## config.mk

```make
export PLATFORM = sky130hd
export DESIGN_NAME = dbg_frame_parser
export DESIGN_NICKNAME = d
export VERILOG_FILES = /design/src/rtl/dbg_frame_parser.sv
export SDC_FILE = /design/constraint.sdc
export NUM_CORES = 1
export LEC_CHECK = 0
export CORE_MARGIN = 5
export CORE_UTILIZATION = 30
export DETAILED_ROUTE_END_ITERATION = 16
export DONT_BUFFER_PORTS = 1
export GPL_TIMING_DRIVEN = 0
export HOLD_SLACK_MARGIN = 0.08
export MAX_ROUTING_LAYER = met4
export PLACE_DENSITY = 0.43
export RECOVER_POWER = 100
export SYNTH_ARGS = -nofsm -noshare
export SYNTH_HDL_FRONTEND = slang
export SYNTH_SLANG_ARGS = --single-unit
```

## constraint.sdc

```tcl
create_clock -name CLK_I -period 2.1 [get_ports CLK_I]
set_clock_uncertainty 0.05 [all_clocks]
set_input_delay 0.42 -clock CLK_I [delete_from_list [all_inputs] [get_ports CLK_I]]
set_output_delay 0.42 -clock CLK_I [all_outputs]
set_load 0.01 [all_outputs]
```

## src/rtl/dbg_frame_parser.sv

```systemverilog
// Debug frame parser: RX bytes -> one register access per frame -> response bytes into TX.
// Optional checksum byte on requests and read responses when DBG_PARSER_CHECKSUM_EN is defined.
module dbg_frame_parser #(
  parameter int CLK_RATE       = 100*10**6,
  parameter int TIMEOUT_CYCLES = 1000000
) (
  input  logic        CLK_I,
  input  logic        RST_NI,
  output logic        RE_O,
  input  logic [7:0]  DREC_I,
  input  logic        RX_EMPTY_I,
  output logic        WE_O,
  output logic [7:0]  DSEND_O,
  input  logic        TX_READY_I,
  output logic [6:0]  REG_ADDR_O,
  output logic [31:0] REG_WDATA_O,
  output logic        REG_WE_O,
  output logic        REG_RE_O,
  input  logic [31:0] REG_RDATA_I,
  input  logic        REG_ACK_I,
  output logic        FRAME_ERR_O
);

  // Clock rate is informational; the empty block only documents the legal ranges.
  if (CLK_RATE <= 0 || TIMEOUT_CYCLES < 2) begin : g_param_range
  end

  localparam int TW = (TIMEOUT_CYCLES > 2) ? $clog2(TIMEOUT_CYCLES) : 1;
  localparam logic [TW-1:0] T_LAST = TW'(TIMEOUT_CYCLES - 2);

  localparam logic [2:0] S_IDLE   = 3'd0;
  localparam logic [2:0] S_CMD    = 3'd1;
  localparam logic [2:0] S_DATA   = 3'd2;
`ifdef DBG_PARSER_CHECKSUM_EN
  localparam logic [2:0] S_CHK    = 3'd3;
`endif
  localparam logic [2:0] S_ACCESS = 3'd4;
  localparam logic [2:0] S_RESP   = 3'd5;

  localparam logic [7:0] HEADER   = 8'h01;
  localparam logic [7:0] ACK_BYTE = 8'h06;
  localparam logic [7:0] NAK_BYTE = 8'h15;

  logic [2:0]    state;
  logic [TW-1:0] tcnt;
  logic [1:0]    idx;
  logic          wr;
  logic          nak;
  logic [2:0]    ridx;
  logic [31:0]   rdata_q;
  logic [7:0]    resp_byte;
  logic          resp_last;
  logic          rx_state;
  logic          counting;
  logic          timeout;
  logic          pop;

`ifdef DBG_PARSER_CHECKSUM_EN
  logic [7:0] csum;

  function automatic logic [7:0] xor4(input logic [31:0] w);
    return w[7:0] ^ w[15:8] ^ w[23:16] ^ w[31:24];
  endfunction
`endif

  always_comb begin
    rx_state = (state == S_IDLE) || (state == S_CMD) || (state == S_DATA);
`ifdef DBG_PARSER_CHECKSUM_EN
    if (state == S_CHK) rx_state = 1'b1;
`endif
  end

  assign pop      = rx_state & ~RX_EMPTY_I;
  assign RE_O     = pop;
  assign counting = (rx_state && (state != S_IDLE) && RX_EMPTY_I) || (state == S_ACCESS);
  // Fires one cycle early so the registered error pulse lands on the last counted cycle.
  assign timeout  = counting && (tcnt == T_LAST);

  always_comb begin
    resp_byte = ACK_BYTE;
    resp_last = 1'b1;
    if (nak) begin
      resp_byte = NAK_BYTE;
    end else if (!wr) begin
      resp_byte = rdata_q[8*ridx[1:0] +: 8];
`ifdef DBG_PARSER_CHECKSUM_EN
      if (ridx[2]) resp_byte = xor4(rdata_q);
      resp_last = (ridx == 3'd4);
`else
      resp_last = (ridx == 3'd3);
`endif
    end
  end

  assign WE_O    = (state == S_RESP) & TX_READY_I;
  assign DSEND_O = (state == S_RESP) ? resp_byte : 8'h00;

  always_ff @(posedge CLK_I or negedge RST_NI) begin
    if (!RST_NI) begin
      state       <= S_IDLE;
      tcnt        <= '0;
      idx         <= '0;
      wr          <= 1'b0;
      nak         <= 1'b0;
      ridx        <= '0;
      REG_ADDR_O  <= '0;
      REG_WDATA_O <= '0;
      REG_WE_O    <= 1'b0;
      REG_RE_O    <= 1'b0;
      FRAME_ERR_O <= 1'b0;
`ifdef DBG_PARSER_CHECKSUM_EN
      csum        <= '0;
`endif
    end else begin
      FRAME_ERR_O <= 1'b0;
      if (pop) tcnt <= '0;
      else if (counting) tcnt <= tcnt + 1'b1;

      case (state)
        S_IDLE: begin
          if (pop && DREC_I == HEADER) begin
            state <= S_CMD;
            tcnt  <= '0;
          end
        end
        S_CMD: begin
          if (timeout) begin
            state       <= S_IDLE;
            FRAME_ERR_O <= 1'b1;
            tcnt        <= '0;
          end else if (pop) begin
            REG_ADDR_O <= DREC_I[6:0];
            wr         <= DREC_I[7];
            nak        <= 1'b0;
            idx        <= '0;
            tcnt       <= '0;
`ifdef DBG_PARSER_CHECKSUM_EN
            csum       <= DREC_I;
            state      <= DREC_I[7] ? S_DATA : S_CHK;
`else
            if (DREC_I[7]) begin
              state <= S_DATA;
            end else begin
              state    <= S_ACCESS;
              REG_RE_O <= 1'b1;
            end
`endif
          end
        end
        S_DATA: begin
          if (timeout) begin
            state       <= S_IDLE;
            FRAME_ERR_O <= 1'b1;
            tcnt        <= '0;
          end else if (pop) begin
            REG_WDATA_O[8*idx +: 8] <= DREC_I;
            idx <= idx + 2'd1;
`ifdef DBG_PARSER_CHECKSUM_EN
            csum <= csum ^ DREC_I;
`endif
            if (idx == 2'd3) begin
              tcnt <= '0;
`ifdef DBG_PARSER_CHECKSUM_EN
              state <= S_CHK;
`else
              state    <= S_ACCESS;
              REG_WE_O <= 1'b1;
`endif
            end
          end
        end
`ifdef DBG_PARSER_CHECKSUM_EN
        S_CHK: begin
          if (timeout) begin
            state       <= S_IDLE;
            FRAME_ERR_O <= 1'b1;
            tcnt        <= '0;
          end else if (pop) begin
            tcnt <= '0;
            if (DREC_I == csum) begin
              state    <= S_ACCESS;
              REG_WE_O <= wr;
              REG_RE_O <= ~wr;
            end else begin
              state       <= S_RESP;
              nak         <= 1'b1;
              ridx        <= '0;
              FRAME_ERR_O <= 1'b1;
            end
          end
        end
`endif
        S_ACCESS: begin
          // A completed access wins over a timeout landing in the same cycle.
          if (REG_ACK_I) begin
            REG_WE_O <= 1'b0;
            REG_RE_O <= 1'b0;
            ridx     <= '0;
            state    <= S_RESP;
            tcnt     <= '0;
          end else if (timeout) begin
            REG_WE_O    <= 1'b0;
            REG_RE_O    <= 1'b0;
            nak         <= 1'b1;
            ridx        <= '0;
            FRAME_ERR_O <= 1'b1;
            state       <= S_RESP;
            tcnt        <= '0;
          end
        end
        S_RESP: begin
          if (TX_READY_I) begin
            ridx <= ridx + 3'd1;
            if (resp_last) begin
              state <= S_IDLE;
              tcnt  <= '0;
            end
          end
        end
        default: state <= S_IDLE;
      endcase
    end
  end

  // Read data is a pure datapath capture; the FSM decides whether it is ever sent.
  always_ff @(posedge CLK_I) begin
    if (state == S_ACCESS && REG_ACK_I) rdata_q <= REG_RDATA_I;
  end

endmodule

```

io_placement.png
Scale bar: 50 um. Pins as bars across the die edge, other pins in gray.
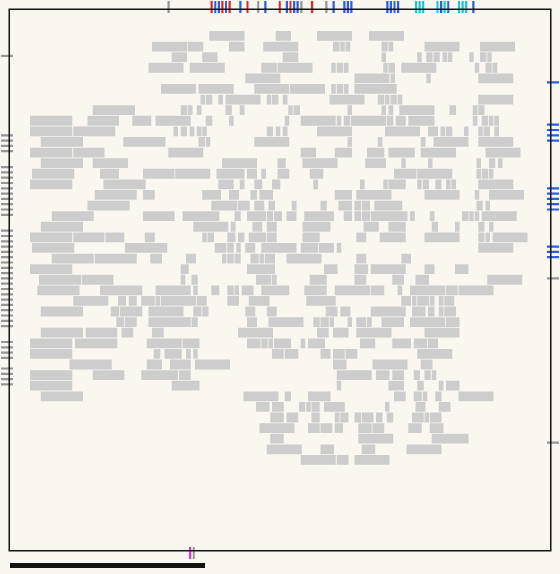
- cyan: DREC_I (pins 8; direction input; edge top)
- blue: REG_WDATA_O (pins 32; direction output; edge 19 top, 13 right)
- magenta: WE_O (pins 1; direction output; edge bottom)
- red: REG_ADDR_O (pins 7; direction output; edge top)
- all pins by edge: 42 left, 38 top, 15 right, 2 bottom

layer_met3.png
Scale bar: 50 um. Cells faint in the background.
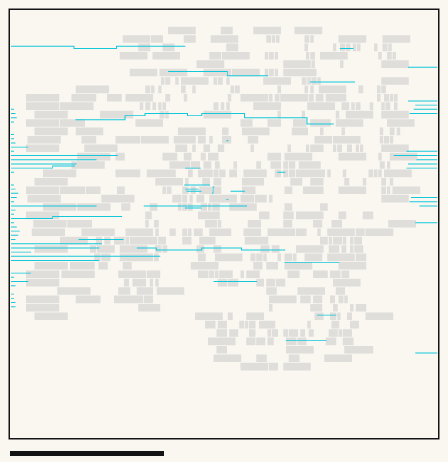
- wire length on this layer: 863 um
- longest straight run: 48.1 um

==> summary.txt <==
Flow results are below.

- For the worst flop-to-flop path, the logic depth is 7.
- Endpoints with negative setup slack in the final report add up to 23.
- Post-route period utilization is reported as 1.04.
- Yosys mapped a number of flops with a built-in enable equal to 32.
- The first TritonRoute pass finished after 4 iterations.
- The routed via count is 3295, for reference.
- In the CTS report, the clock slew at the register clock pins of the worst setup and hold paths is listed as approximately 0.07 ns.
- After synthesis, the most frequently instantiated cells are sky130_fd_sc_hd__nand2_1 (81), sky130_fd_sc_hd__dfrtp_1 (72), sky130_fd_sc_hd__o21ai_0 (36).
- By instance count after routing, the leading logic cell type is sky130_fd_sc_hd__nand2_1.
- Among cell families on the critical path, the largest total delay comes from simple AND/OR/NAND/NOR gates.
- The script computed the net switching share of total power as 0.353.
- The leading register cell type out of synthesis is sky130_fd_sc_hd__dfrtp_1, for reference.
- The number of cells after detailed placement is roughly 640, for reference.
- The number of antenna violations at the first check in global routing is 0, for reference.
- Measured along the y axis, the die boundary spans approximately 140 um.
- The distinct cell type count after synthesis is 58, for reference.
- The root buffer cell chosen for the clock tree is sky130_fd_sc_hd__clkbuf_16.
- The number of cells in Yosys stat is approximately 420, for reference.
- The power share of the combinational group is 0.367, for reference.
- The count of routing violations after the opening detailed-route iteration is around 170, for reference.
- Final hold analysis gives a worst-case slack of -0.288 ns.
- Between the synthesized netlist and the finished layout, the area growth was recorded as 20.3%.
- The net count after synthesis is about 480.
- The destination of the worst register-to-register timing path is tcnt[10]$_DFF_PN0_, for reference.
- The maximum number of pins on one net before global-route repair is 73, for reference.
- The signal on the critical path passes through or4_4, nor3_4, nand3b_4, a211oi_4, buf_4, buf_6, nor3_2.
- The slew at the pin closest to its max-slew limit is between 0.8 and 0.9 ns, for reference.
- The register-to-register path setup slack is -0.08 ns, for reference.
- Subtracting the final worst setup slack from the clock period gives roughly 2.2 ns.
- According to the Yosys statistics, the synthesized design has a chip area of slightly below 5000 um^2.
- The type of the worst setup path is flop to flop, for reference.
- TritonRoute reported its final design rule violation total as 0.
- For this run the detailed placement stage logged an HPWL of between 8000 and 9000 um.
- In this run the static leakage power is between 2 and 2.5 nW.
- The report counts max-capacitance violations totalling 0.
- The share of Yosys cell area claimed by the top area cell type is 0.363, for reference.
- The count of final hold-check violations is between 70 and 80, for reference.
- The via count of the first global-routing pass is 3407, for reference.
- The final core area utilization is 0.364, for reference.
- The H-tree was split into 3 levels.
- sky130_fd_sc_hd__dfrtp_1 takes more of the synthesized area than any other cell.
- For this design the total switching power over the nets is ~0.0027 W.
- The portion of total power attributed to sequential cells is 0.386, for reference.
- Yosys reported that registers with async set or reset make up 0.692.
- The finished layout holds just under 700 standard cells, fillers aside.
- Once routing completed, OpenROAD measured the worst setup slack at -0.0782 ns.
- The synthesis stat section lists a flop and latch total of 104.
- The checks that failed: hold timing, setup timing.
- OpenROAD emitted warnings numbering 36.
- The final sum of negative setup slack is -1.20 ns, for reference.
- The power report lists cell-internal power as between 0.005 and 0.006 W.
- The kind of path behind the tightest hold check is primary input to async pin, for reference.
- Looking at the critical path, the single cell with the biggest stage delay is sky130_fd_sc_hd__or4_4.
- The combinational power is 0.00286 W, for reference.
- At the worst endpoint, the arrival time is about 2.3 ns.
- STA classifies the critical path endpoint as a flop.
- 0 antenna diodes ended up in the layout.
- Clock tree synthesis found a total of roughly 100 sinks.
- In the final layout, the registers with the most flip-flops are REG_WDATA_O (32), rdata_q (32), tcnt (20).
- The routability congestion estimate is between 0.7 and 0.8, for reference.
- The timing report gives the biggest stage delay along the critical path as 0.55 ns.
- Counting pins that exceed their max-slew limit in the final report gives 0.
- The run finished, with violations left.
- The part of the Yosys area used for sequential elements is 0.557, for reference.
- The net count reported at finish is slightly above 500, for reference.
- The critical path ends at tcnt[10]$_DFF_PN0_.
- The top contributor to total power is sequential cells, for reference.
- The cell area after placement is between 5000 and 6000 um^2, for reference.
- OpenSTA lists the critical path startpoint as tcnt[6]$_DFF_PN0_.
- The floorplan core area is roughly 16000 um^2, for reference.
- The top cell types in the final layout, fill and taps aside, are sky130_fd_sc_hd__nand2_1 (81), sky130_fd_sc_hd__dfrtp_1 (68), sky130_fd_sc_hd__o21ai_0 (35).
- The overall power after layout is ~0.008 W, for reference.
- At the floorplan stage, the core utilization is reported as 0.302.
- In this run the power density over the cells is about 1300 nW/um^2.
- Per the detailed-route log, wirelength across all metal layers totals 12300 um.
layer_met1.png
Scale bar: 50 um. Cells faint in the background.
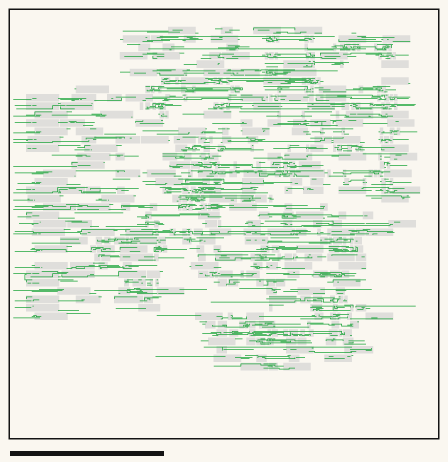
- wire length on this layer: 5540 um
- longest straight run: 56.6 um
- nets with wire on the layer: 481
- main direction: horizontal
- share of all routed wire: 45%

congestion.png
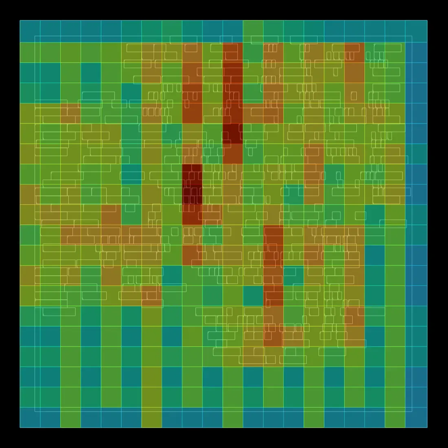
M1 GR Usage: 0.176
GRT busiest layer: met2
routed length per placed instance: 18.1 um
global-route usage over all layers: 0.135
met3 Use GR: 0.0555

[metal layers]
layer | up-vias | GRT usage | share of wire
met2 | 97 | 0.200 | 0.47
li1 | 1562 | - | -
met1 | 1626 | 0.176 | 0.45
met3 | 10 | 0.0555 | 0.070
met4 | 0 | 0.0296 | 0.0095
met5 | - | - | 0
[logic make-up after synthesis]
logic type      Yosys count  share of synthesized area
simple gates            176                      0.211
flops                   104                      0.557
compound gates           64                     0.0805
buf+inv                  30                     0.0346
xor+xnor                 20                     0.0353
mux                      17                     0.0568
fa+ha+maj                10                     0.0252
[layout make-up]
cell class | instances | area, um^2
clock buffers | 11 | 233
plain buffers | 17 | 144
multi-input cells | 287 | 2170
inverters | 13 | 48.8
clock inverters | 5 | 105
fillers | 1614 | 10400
well taps | 220 | 275
repair buffers | 24 | 223
flip-flops and latches | 104 | 2770
Power and IR drop assume default switching activity.
